--- src/rtl/msweep_pkg.sv ---
// Shared types and constants for the minesweeper board engine.
package msweep_pkg;

   typedef enum logic [2:0] {
      S_IDLE   = 3'd0,
      S_PLACE  = 3'd1,
      S_WAIT   = 3'd2,
      S_DECODE = 3'd3,
      S_COUNT  = 3'd4,
      S_UPDATE = 3'd5,
      S_DONE   = 3'd6,
      S_OVER   = 3'd7
   } state_e;

   localparam int CNT_W = 4;

   // Neighbour visit order: NW, N, NE, W, E, SW, S, SE
   localparam int NB_DROW [8] = '{-1, -1, -1,  0, 0,  1, 1, 1};
   localparam int NB_DCOL [8] = '{-1,  0,  1, -1, 1, -1, 0, 1};

endpackage

--- src/rtl/msweep_board_engine_lcg.sv ---
// 16-bit LCG step register with load/enable and a mod-CELLS candidate output.
// Only built when MSWEEP_LCG_EN is defined.
`ifdef MSWEEP_LCG_EN
module msweep_lcg
   import msweep_pkg::*;
#(
   parameter int CELLS = 25,
   localparam int CW   = $clog2(CELLS)
) (
   input  logic          in_clk,
   input  logic          in_restart_n,
   input  logic          in_load,
   input  logic          in_en,
   input  logic [15:0]   in_seed,
   input  logic [15:0]   in_mult,
   input  logic [15:0]   in_inc,
   output logic [CW-1:0] out_cand
);

   logic [15:0] r_x;

   always_ff @(posedge in_clk or negedge in_restart_n) begin
      if (!in_restart_n)  r_x <= '0;
      else if (in_load)   r_x <= in_seed;
      else if (in_en)     r_x <= r_x * in_mult + in_inc;
   end

   assign out_cand = CW'(r_x % 16'(CELLS));

endmodule
`endif

--- src/rtl/msweep_board_engine.sv ---
// Minesweeper board engine: mine/cleared maps, reveal FSM with 8-step neighbour count,
// score and win/gameover tracking. MSWEEP_LCG_EN selects on-chip LCG mine placement.
module msweep_board_engine
   import msweep_pkg::*;
#(
   parameter int ROWS      = 5,
   parameter int COLS      = 5,
   parameter int SCORE_W   = 32,
   parameter int NUM_MINES = 3,
   localparam int CELLS    = ROWS * COLS,
   localparam int IDX_W    = $clog2(CELLS)
) (
   input  logic               in_clk,
   input  logic               in_restart_n,
   input  logic               in_place,
   input  logic [CELLS-1:0]   in_mines,
`ifdef MSWEEP_LCG_EN
   input  logic [15:0]        in_lcg_seed,
   input  logic [15:0]        in_lcg_mult,
   input  logic [15:0]        in_lcg_inc,
`endif
   input  logic               in_req_valid,
   output logic               out_req_ready,
   input  logic [IDX_W-1:0]   in_req_idx,
   output logic               out_rsp_valid,
   output logic [CNT_W-1:0]   out_rsp_count,
   output logic               out_rsp_err,
   output logic [2:0]         out_state,
   output logic [CELLS-1:0]   out_mines,
   output logic [CELLS-1:0]   out_cleared,
   output logic [SCORE_W-1:0] out_score,
   output logic               out_gameover,
   output logic               out_win
);

   localparam logic [CELLS-1:0] ONE = {{(CELLS-1){1'b0}}, 1'b1};

   state_e             r_state;
   logic [CELLS-1:0]   r_mines, r_cleared;
   logic [SCORE_W-1:0] r_score;
   logic               r_gameover, r_win;
   logic [IDX_W-1:0]   r_idx;
   logic [3:0]         r_row, r_col;
   logic [2:0]         r_nb;
   logic [CNT_W-1:0]   r_cnt, r_rsp_count;
   logic               r_rsp_valid, r_rsp_err, r_rsp_pend;

   logic               w_abort;
   logic [CELLS-1:0]   w_mine_sh, w_clr_sh, w_nb_sh, w_clr_nx;
   logic               w_idx_ok, w_idx_mine, w_already, w_nb_hit, w_win;
   int                 w_nr, w_nc, w_nb_cell;

   assign w_abort    = in_place && (r_state != S_PLACE);
   assign w_idx_ok   = int'(r_idx) < CELLS;
   assign w_mine_sh  = r_mines >> r_idx;
   assign w_clr_sh   = r_cleared >> r_idx;
   assign w_idx_mine = w_mine_sh[0];
   assign w_already  = w_clr_sh[0];
   assign w_clr_nx   = r_cleared | (ONE << r_idx);
   assign w_win      = ($countones(w_clr_nx) == (CELLS - $countones(r_mines)));

   // Off-board neighbours are masked out before the shifted map bit is used
   assign w_nr      = int'(r_row) + NB_DROW[r_nb];
   assign w_nc      = int'(r_col) + NB_DCOL[r_nb];
   assign w_nb_cell = w_nr * COLS + w_nc;
   assign w_nb_sh   = r_mines >> w_nb_cell;
   assign w_nb_hit  = (w_nr >= 0) && (w_nr < ROWS) && (w_nc >= 0) && (w_nc < COLS) && w_nb_sh[0];

`ifdef MSWEEP_LCG_EN
   localparam int PW = $clog2(NUM_MINES + 1);
   logic [PW-1:0]    r_placed;
   logic [IDX_W-1:0] w_cand;
   logic [CELLS-1:0] w_cand_sh;

   msweep_lcg #(.CELLS(CELLS)) u_lcg (
      .in_clk       (in_clk),
      .in_restart_n (in_restart_n),
      .in_load      (w_abort),
      .in_en        (r_state == S_PLACE),
      .in_seed      (in_lcg_seed),
      .in_mult      (in_lcg_mult),
      .in_inc       (in_lcg_inc),
      .out_cand     (w_cand)
   );

   assign w_cand_sh = r_mines >> w_cand;
`endif

   always_ff @(posedge in_clk or negedge in_restart_n) begin
      if (!in_restart_n) begin
         r_state     <= S_IDLE;
         r_mines     <= '0;
         r_cleared   <= '0;
         r_score     <= '0;
         r_gameover  <= 1'b0;
         r_win       <= 1'b0;
         r_idx       <= '0;
         r_row       <= '0;
         r_col       <= '0;
         r_nb        <= '0;
         r_cnt       <= '0;
         r_rsp_count <= '0;
         r_rsp_valid <= 1'b0;
         r_rsp_err   <= 1'b0;
         r_rsp_pend  <= 1'b0;
`ifdef MSWEEP_LCG_EN
         r_placed    <= '0;
`endif
      end else begin
         r_rsp_valid <= 1'b0;
         if (w_abort) begin
            r_state    <= S_PLACE;
            r_cleared  <= '0;
            r_score    <= '0;
            r_gameover <= 1'b0;
            r_win      <= 1'b0;
            r_rsp_pend <= 1'b0;
`ifdef MSWEEP_LCG_EN
            r_mines    <= '0;
            r_placed   <= '0;
`endif
         end else begin
            case (r_state)
               S_PLACE: begin
`ifdef MSWEEP_LCG_EN
                  if (!w_cand_sh[0]) begin
                     r_mines  <= r_mines | (ONE << w_cand);
                     r_placed <= r_placed + PW'(1);
                     if (r_placed + PW'(1) == PW'(NUM_MINES)) r_state <= S_WAIT;
                  end
`else
                  r_mines <= in_mines;
                  r_state <= S_WAIT;
`endif
               end
               S_WAIT: begin
                  if (in_req_valid) begin
                     r_idx   <= in_req_idx;
                     r_state <= S_DECODE;
                  end
               end
               S_DECODE: begin
                  if (!w_idx_ok || w_idx_mine) begin
                     // Short path defers its pulse to the S_DONE exit edge (2-edge latency)
                     r_rsp_err   <= !w_idx_ok;
                     r_rsp_count <= '0;
                     r_rsp_pend  <= 1'b1;
                     if (w_idx_ok) r_gameover <= 1'b1;
                     r_state     <= S_DONE;
                  end else begin
                     r_row   <= 4'(int'(r_idx) / COLS);
                     r_col   <= 4'(int'(r_idx) % COLS);
                     r_cnt   <= '0;
                     r_nb    <= '0;
                     r_state <= S_COUNT;
                  end
               end
               S_COUNT: begin
                  r_cnt <= r_cnt + CNT_W'(w_nb_hit);
                  r_nb  <= r_nb + 3'd1;
                  if (r_nb == 3'd7) r_state <= S_UPDATE;
               end
               S_UPDATE: begin
                  if (!w_already) begin
                     r_cleared <= w_clr_nx;
                     if (r_score != {SCORE_W{1'b1}}) r_score <= r_score + SCORE_W'(1);
                  end
                  r_win       <= w_win;
                  r_rsp_count <= r_cnt;
                  r_rsp_err   <= 1'b0;
                  r_rsp_valid <= 1'b1;
                  r_state     <= S_DONE;
               end
               S_DONE: begin
                  r_rsp_valid <= r_rsp_pend;
                  r_rsp_pend  <= 1'b0;
                  r_state     <= (r_gameover || r_win) ? S_OVER : S_WAIT;
               end
               default: ;
            endcase
         end
      end
   end

   assign out_req_ready = (r_state == S_WAIT);
   assign out_rsp_valid = r_rsp_valid;
   assign out_rsp_count = r_rsp_count;
   assign out_rsp_err   = r_rsp_err;
   assign out_state     = r_state;
   assign out_mines     = r_mines;
   assign out_cleared   = r_cleared;
   assign out_score     = r_score;
   assign out_gameover  = r_gameover;
   assign out_win       = r_win;

endmodule

--- config.mk ---
export PLATFORM = sky130hd
export DESIGN_NAME = msweep_board_engine
export DESIGN_NICKNAME = d
export VERILOG_FILES = /design/src/rtl/msweep_pkg.sv /design/src/rtl/msweep_board_engine_lcg.sv /design/src/rtl/msweep_board_engine.sv
export SDC_FILE = /design/constraint.sdc
export NUM_CORES = 1
export LEC_CHECK = 0
export ABC_AREA = 1
export CAP_MARGIN = 10
export CORE_MARGIN = 1
export CORE_UTILIZATION = 60
export DETAILED_ROUTE_END_ITERATION = 16
export GPL_TIMING_DRIVEN = 1
export PLACE_DENSITY = 0.84
export SLEW_MARGIN = 20
export SYNTH_ARGS = -nofsm -noshare
export SYNTH_HDL_FRONTEND = slang
export SYNTH_SLANG_ARGS = --single-unit
--- constraint.sdc ---
create_clock -name in_clk -period 13.9 [get_ports in_clk]
set_input_delay 1.39 -clock in_clk [delete_from_list [all_inputs] [get_ports in_clk]]
set_output_delay 1.39 -clock in_clk [all_outputs]
set_load 0.05 [all_outputs]
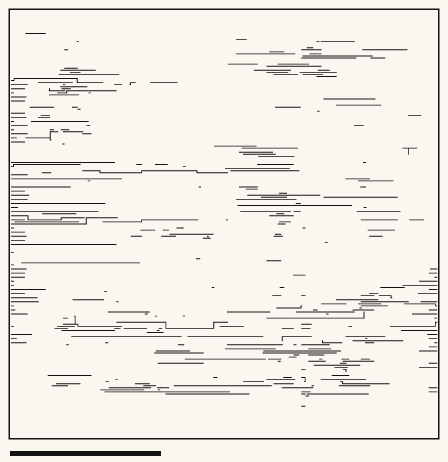
Fig. 1. Signal wires on met3 (run 1).
The bar under the picture is 50 um long.
wire length on this layer: 2520 um
share of all routed wire: 7.5%
nets with wire on the layer: 244
main direction: horizontal
longest straight run: 41.4 um
Routed WL: 33500 um
routed vias: 11435
met3 GRT Util: 6.73%

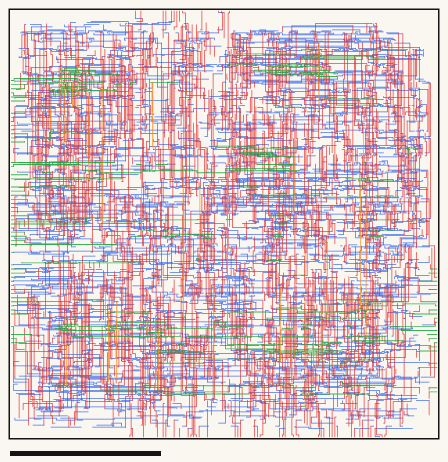
Fig. 2. Metal layers overlaid (run 1).
The bar under the picture is 50 um long.
[green] metal 3 | wire length: 2520 um
[orange] metal 4 | wire length: 799 um
[red] metal 2 | wire length: 15700 um
[blue] metal 1 | wire length: 14500 um

==> results_dict.tcl, run 1 <==
# yosys + openroad results
set metrics [dict create \
    outcome "complete, no violations" \
    min_from "out_rsp_count[0]$_DFFE_PN0P_" \
    ant_nets 0 \
    tightestPinTransition_ns 0.912 \
    ioPinCount 128 \
    cts-resized-gates 0 \
    layout.cells.non_filler 2017 \
    critPathKind "reg -> reg" \
    firstDrtPassIters 5 \
    hold_buffers 0 \
    place_inst 1987 \
    period_minus_slack_ns 6.22 \
    cts_buffer_depth 2 \
    rows 50 \
    grt.total_usage_pct 34.7 \
    synth_seq_share_pct 24.0 \
    clk_pin_slew_ns 0.06 \
    warning_count 42 \
    cts_sinks 113 \
    layout.nets 1952 \
]
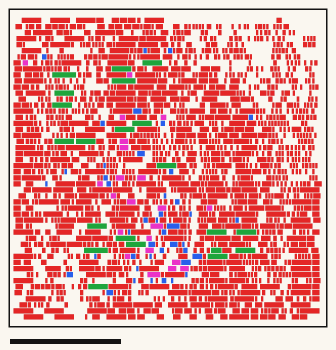
Fig. 3. Cell sizes after repair (run 1).
The bar under the picture is 50 um long.
[green] _6 and larger | cells: 21
[blue] _2 cells | cells: 42
[magenta] _3 and _4 cells | cells: 22
[red] _0 and _1 cells | cells: 1672
Final Instance Area: 0.0138 mm^2
final setup margin: 7.68 ns
Non-clk bufs: 131
Synth-to-Final Area Change: 17.2%

[run 1: cell type report]
class	instances	area [um^2]	area share (%)
multi-input combinational	1199	7700	55.8
sequential	113	2830	20.5
clock inverter	10	138	0.997
inverter	284	1070	7.72
timing repair buffer	131	1300	9.41
tap	260	325	2.36
clock buffer	20	447	3.24
[run 1: critical path, cell delays in order, from the launching register on]
cell	delay, ns
dfrtp_1	0.53
inv_2	0.12
nor2_1	0.51
nand2_1	0.14
o21ai_0	0.26
inv_1	0.10
fa_1	0.54
fa_1	0.45
fa_1	0.50
fa_1	0.51
inv_1	0.05
fa_1	0.46
fa_1	0.41
inv_1	0.08
fa_1	0.42
nand2_1	0.08
inv_1	0.03
a2111oi_0	0.40
nand4_1	0.15
o41ai_1	0.32
[run 1: cell families after synthesis]
family | Yosys count | share of synthesized area (%)
and+or+nand+nor | 726 | 26.6
buffers and inverters | 317 | 10.6
AOI/OAI and AO/OA | 244 | 12.4
adders and majority gates | 172 | 22.1
DFF | 113 | 24.0
xor gates and xnor gates | 54 | 4.08
muxes | 2 | 0.181
other | 1 | 0.0319
[run 1: flip-flops by register name, summed over array words and instances, names as in the netlist, 3 cells and up]
register	flops
out_score	32
out_cleared	25
out_mines	25
r_idx	5
out_rsp_count	4
r_cnt	4
r_col	4
out_state	3
r_nb	3
r_row	3
[run 1: worst max-delay path by stage]
stage                      endpoint  depth (start not counted)                  from  slack (ns)
2_1_floorplan  r_cnt[1]$_DFFE_PN0P_                         28   r_nb[0]$_DFFE_PN0P_        8.32
3_3_place_gp    out_win$_DFFE_PN0P_                         19  r_idx[2]$_DFFE_PN0P_        8.12
3_5_place_dp    out_win$_DFFE_PN0P_                         19  r_idx[2]$_DFFE_PN0P_        7.80
4_1_cts         out_win$_DFFE_PN0P_                         19  r_idx[2]$_DFFE_PN0P_        7.77
5_1_grt         out_win$_DFFE_PN0P_                         19  r_idx[2]$_DFFE_PN0P_        7.20
6_report        out_win$_DFFE_PN0P_                         19  r_idx[2]$_DFFE_PN0P_        7.68
[run 1: routing by layer]
layer  vias to the layer above  track usage, %  wire length, um
met5                         -               0                0
met4                         0            11.2              799
met3                        77            6.73             2520
met2                       495            58.6            15700
met1                      5365            44.7            14500
li1                       5498               -                -
[run 1: cells in the final DEF, fill, tap and decap left out, drive strengths merged, types with 3 or more instances in the layout]
cell type / instances
a21oi: 70
a22o: 4
a22oi: 5
a31oi: 3
and2: 3
buf: 5
bufinv: 3
clkbuf: 20
clkdlybuf4s50: 126
clkinvlp: 5
dfrtp: 113
fa: 60
ha: 112
inv: 284
nand2: 399
nand3: 97
nand3b: 4
nand4: 33
nor2: 151
nor3: 23
nor4: 9
o211ai: 4
o21ai: 94
o21bai: 11
o221ai: 3
o22ai: 8
o31ai: 30
or2: 6
xnor2: 20
xor2: 34
Fig. 4: run 1, M4 wires
Supply wires on this layer in gray.
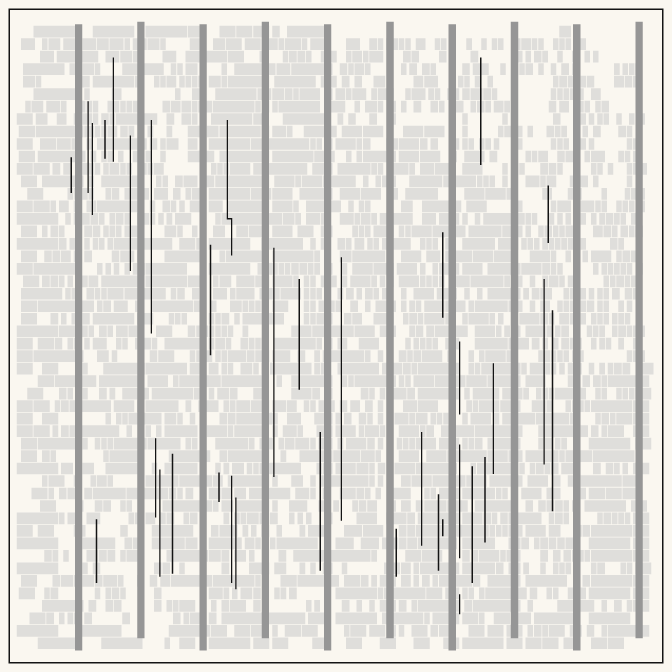

--- run 2 (diff from run 1) ---
CORE_UTILIZATION = 53   (was 60)
PLACE_DENSITY = 0.79   (was 0.84)
clock period = 5.33 ns   (was 13.9 ns; I/O delays follow)
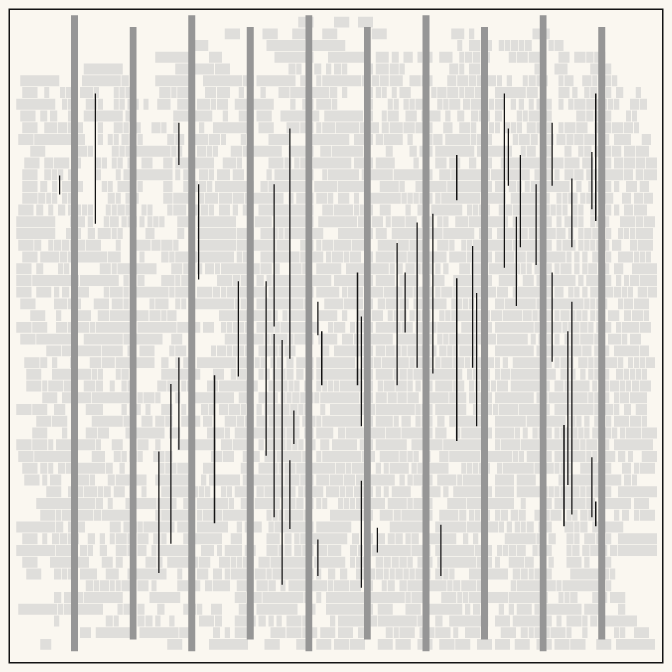
Fig. 5. M4 wires (run 2).
Supply wires on this layer in gray.
wire length on this layer: 1130 um
nets with wire on the layer: 40
share of all routed wire: 2.9%
longest straight run: 56.4 um

==> run 2 against run 1 <==
Net effect:
- critical endpoint is now r_cnt[3]$_DFFE_PN0P_
- count of clock-buffer cells in the layout up 1
- non-clock buffer count is 158 higher
- register-to-register slack got worse by 7.9 ns
- synthesized cell count unchanged
- die size rose by 13%
- critical path type unchanged
- setup slack worse by 7.9 ns
- the flow now finishes with violations (negative setup slack)
- final cell count is 8.8% higher
- sequential cell count did not move
- via count is 8.8% higher
==> results_dict.tcl, run 2 <==
# yosys + openroad results
set metrics [dict create \
    logic_family "simple AND/OR/NAND/NOR gates" \
    violations "negative setup slack" \
    period_minus_slack_ns 5.50 \
    firstDrtPassIters 5 \
    critPathKind "reg -> reg" \
    cp_slowest_stage_delay_ns 0.59 \
    layout.nets 2110 \
    setup_viol 3 \
    largest_register_ffs 32 \
    syn2layout_area_growth_pct 37.4 \
    outcome "finished with violations" \
    layout_setup_ws_ns -0.169 \
    drt_wl_total_um 39600 \
    synth_seq_share_pct 24.0 \
    warning_count 44 \
    cts_sinks 113 \
]
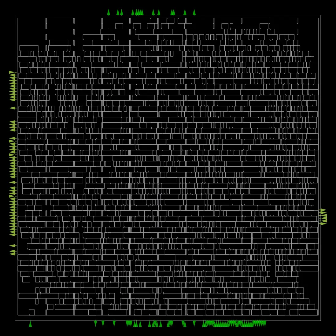
Fig. 6. Placed standard cells (run 2).
final cell count without fillers: 2195
Seq/total area: 17.5%
Seq Cell Count: 113
well tap count: 280
row count: 54

run 2: cell count changes in the layout (fill, tap and decap cells not counted), sizes merged:
cell,before,now
buf,5,163
bufinv,3,4
clkbuf,20,21
clkinvlp,5,3
run 2: worst paths after layout:
| path | start | endpoint | slack, ns | cells after the start |
|---|---|---|---|---|
| min in group in_clk | out_rsp_count[0]$_DFFE_PN0P_ | out_rsp_count[0]$_DFFE_PN0P_ | 0.49 | 2 |
| hold reg to reg | out_rsp_count[0]$_DFFE_PN0P_ | out_rsp_count[0]$_DFFE_PN0P_ | 0.49 | 2 |
| hold / removal | in_restart_n | out_cleared[5]$_DFFE_PN0P_ | 0.22 | 1 |
| setup reg to reg | r_nb[1]$_DFFE_PN0P_ | r_cnt[3]$_DFFE_PN0P_ | -0.17 | 29 |
| max in group asynchronous | in_restart_n | r_idx[4]$_DFFE_PN0P_ | 3.95 | 2 |
| setup / recovery | r_nb[1]$_DFFE_PN0P_ | r_cnt[3]$_DFFE_PN0P_ | -0.17 | 29 |
run 2: cell type report:
type | instances | area, um^2 | share of cell area [%]
clock buffer | 21 | 470 | 2.91
multi-input combinational | 1199 | 8800 | 54.4
tap | 280 | 350 | 2.17
sequential | 113 | 2830 | 17.5
inverter | 284 | 1070 | 6.60
timing repair buffer | 289 | 2500 | 15.5
clock inverter | 9 | 156 | 0.967
run 2: repair_timing:
action / in CTS / in global routing
hold buffers: 0 / 0
setup buffers: 3 / 14
setup endpoints to repair: 4 / 5
pin swaps: 11 / 87
gates resized: 53 / 222
run 2: logic make-up after synthesis:
kind of cell / after synthesis
AND-OR/OR-AND: 244
XOR/XNOR: 54
adder cells (fa/ha/maj): 172
buffers and inverters: 317
flip-flops: 113
multiplexers: 2
other: 1
AND/OR/NAND/NOR: 726
run 2: critical path: cells and delay by family (launching register included):
kind                     cells  cell delay [ns]
AND-OR/OR-AND                2             0.35
XOR/XNOR                     1             0.16
flip-flops                   1             0.41
adder cells (fa/ha/maj)      7             2.06
multiplexers                 1             0.23
buffers and inverters        6             0.49
AND/OR/NAND/NOR             12             1.69
run 2: metal layers:
metal,vias up,wire length (um),track usage (%)
met5,-,0,0
met4,0,1130,11.1
met3,96,2830,6.33
met2,545,19500,57.9
met1,5999,16200,42.1
li1,5801,-,-
Fig. 7: run 2, signal wires on met3
The bar under the picture is 50 um long.
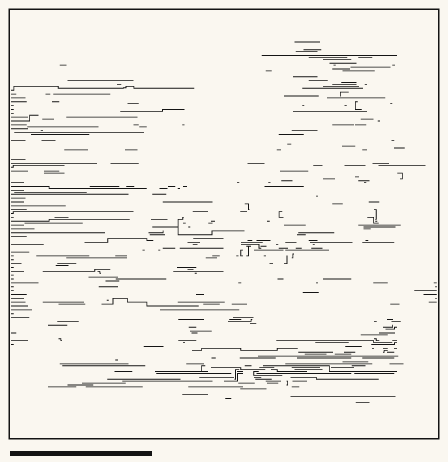

--- run 3 (diff from run 2) ---
CORE_UTILIZATION = 59   (was 53)
CTS_CLUSTER_SIZE = 20   (was not set)
PLACE_DENSITY = 0.83   (was 0.79)
clock period = 5.1 ns   (was 5.33 ns; I/O delays follow)
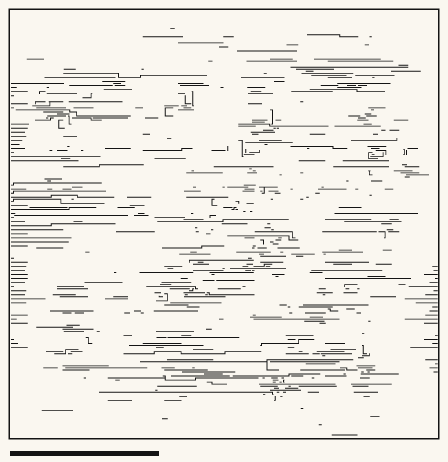
Fig. 8. Signal wires on met3 (run 3).
The bar under the picture is 50 um long.
nets with wire on the layer: 363
share of all routed wire: 8.7%
main direction: horizontal
wire length on this layer: 3690 um
longest straight run: 58.0 um
Routed WL: 42200 um
met3 GRT Util: 8.79%
routed vias: 13080

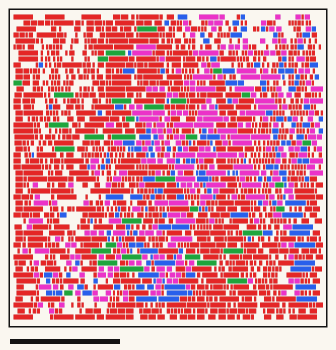
Fig. 9. Cell sizes after repair (run 3).
The bar under the picture is 50 um long.
[green] _6 and larger | cells: 33
[magenta] _3 and _4 cells | cells: 283
[red] _0 and _1 cells | cells: 1473
[blue] _2 cells | cells: 176
Final Instance Area: 0.0165 mm^2
final setup margin: -0.426 ns
Synth-to-Final Area Change: 39.9%
Non-clk bufs: 337

==> run 3 against run 2 <==
Net effect:
- the run still ends with negative setup slack left
- area after synthesis unchanged
- final cell count up 1.6%
- critical path depth up 2
- largest cell class unchanged
==> results_dict.tcl, run 3 <==
# yosys + openroad results
set metrics [dict create \
    syn_area_mm2 0.0118 \
    layout_setup_ws_ns -0.426 \
    die_w_um 143 \
    met1_usage_pct 49.0 \
    violations "negative setup slack" \
    synth_flop_count 113 \
    firstDrtPassIters 9 \
    layout.cells.non_filler 2230 \
    period_minus_slack_ns 5.53 \
    hold_buffers 0 \
    synth_seq_share_pct 24.0 \
    critPathKind "reg -> reg" \
    setup_viol 5 \
    cp_slowest_stage_delay_ns 0.55 \
    fp_util_pct 60.3 \
    layout.nets 2158 \
    syn_inst 1629 \
    warning_count 45 \
    layout-drive-gt1-share_pct 25.0 \
    largest_register_ffs 32 \
    outcome "finished with violations" \
    use_met2_pct 67.4 \
    cts_sinks 113 \
    ys_chip_area_mm2 0.0118 \
    top_usage_layer "met2" \
    rows 51 \
]
run 3: cell counts after synthesis:
No cell type changed its count.
run 3: final timing paths:
path | from | endpoint | slack (ns) | cells past startpoint
min in group in_clk | out_rsp_count[0]$_DFFE_PN0P_ | out_rsp_count[0]$_DFFE_PN0P_ | 0.50 | 2
worst max-delay path | r_nb[0]$_DFFE_PN0P_ | r_cnt[3]$_DFFE_PN0P_ | -0.43 | 31
worst max register to register | r_nb[0]$_DFFE_PN0P_ | r_cnt[3]$_DFFE_PN0P_ | -0.43 | 31
worst min register to register | out_rsp_count[0]$_DFFE_PN0P_ | out_rsp_count[0]$_DFFE_PN0P_ | 0.50 | 2
worst min-delay path | in_restart_n | out_score[0]$_DFFE_PN0P_ | 0.10 | 1
max in group asynchronous | in_restart_n | out_mines[22]$_DFFE_PN0P_ | 3.90 | 2
run 3: kinds of logic (layout without fill, tap and decap cells):
| logic type | after synthesis | count (layout) | share of synthesized area (%) |
|---|---|---|---|
| xor gates and xnor gates | 54 | 54 | 4.08 |
| adders and majority gates | 172 | 172 | 22.1 |
| muxes | 2 | 2 | 0.181 |
| DFF | 113 | 113 | 24.0 |
| AOI/OAI and AO/OA | 244 | 244 | 12.4 |
| other | 1 | 1 | 0.0319 |
| and+or+nand+nor | 726 | 726 | 26.6 |
| buffers and inverters | 317 | 653 | 10.6 |
run 3: timing repair:
item | 4_1_cts | 5_1_grt
cloned | 0 | 0
resized | 159 | 84
pin swaps | 62 | 51
setup buffers | 28 | 15
endpoints found under the setup margin | 5 | 5
run 3: final cells by class:
type                    instances  area (um^2)  area share, %
inverters                     284         1080           6.53
multi-input cells            1199         8730           53.0
clock inverters                 9          108          0.653
clock buffers                  23          468           2.84
repair buffers                337         2910           17.7
well taps                     265          332           2.01
flip-flops and latches        113         2850           17.3
run 3: critical path, delay by kind of cell, from the launching register on:
family	cells	cell delay (ns)
and+or+nand+nor	13	1.75
DFF	1	0.42
AOI/OAI and AO/OA	3	0.45
buffers and inverters	8	0.84
xor gates and xnor gates	1	0.16
adders and majority gates	6	1.79
run 3: routing by layer:
metal / vias up / share of wire, %
met5: - / 0
met4: 0 / 4.7
met3: 216 / 8.7
met2: 809 / 48
met1: 6133 / 39
li1: 5922 / -
run 3: metrics by stage:
| step | cell area (um^2) | hold slack (ns) | setup TNS [ns] |
|---|---|---|---|
| finish | 16500 | 0.104 | -1.52 |
| global route | 16500 | 0.203 | -2.42 |
| CTS | 16000 | 0.309 | -0.359 |
| detailed placement | 14500 | 0.482 | -2.70 |
| global placement | 14500 | 0.469 | -1.90 |
| floorplan | 11800 | 0.214 | -0.00633 |
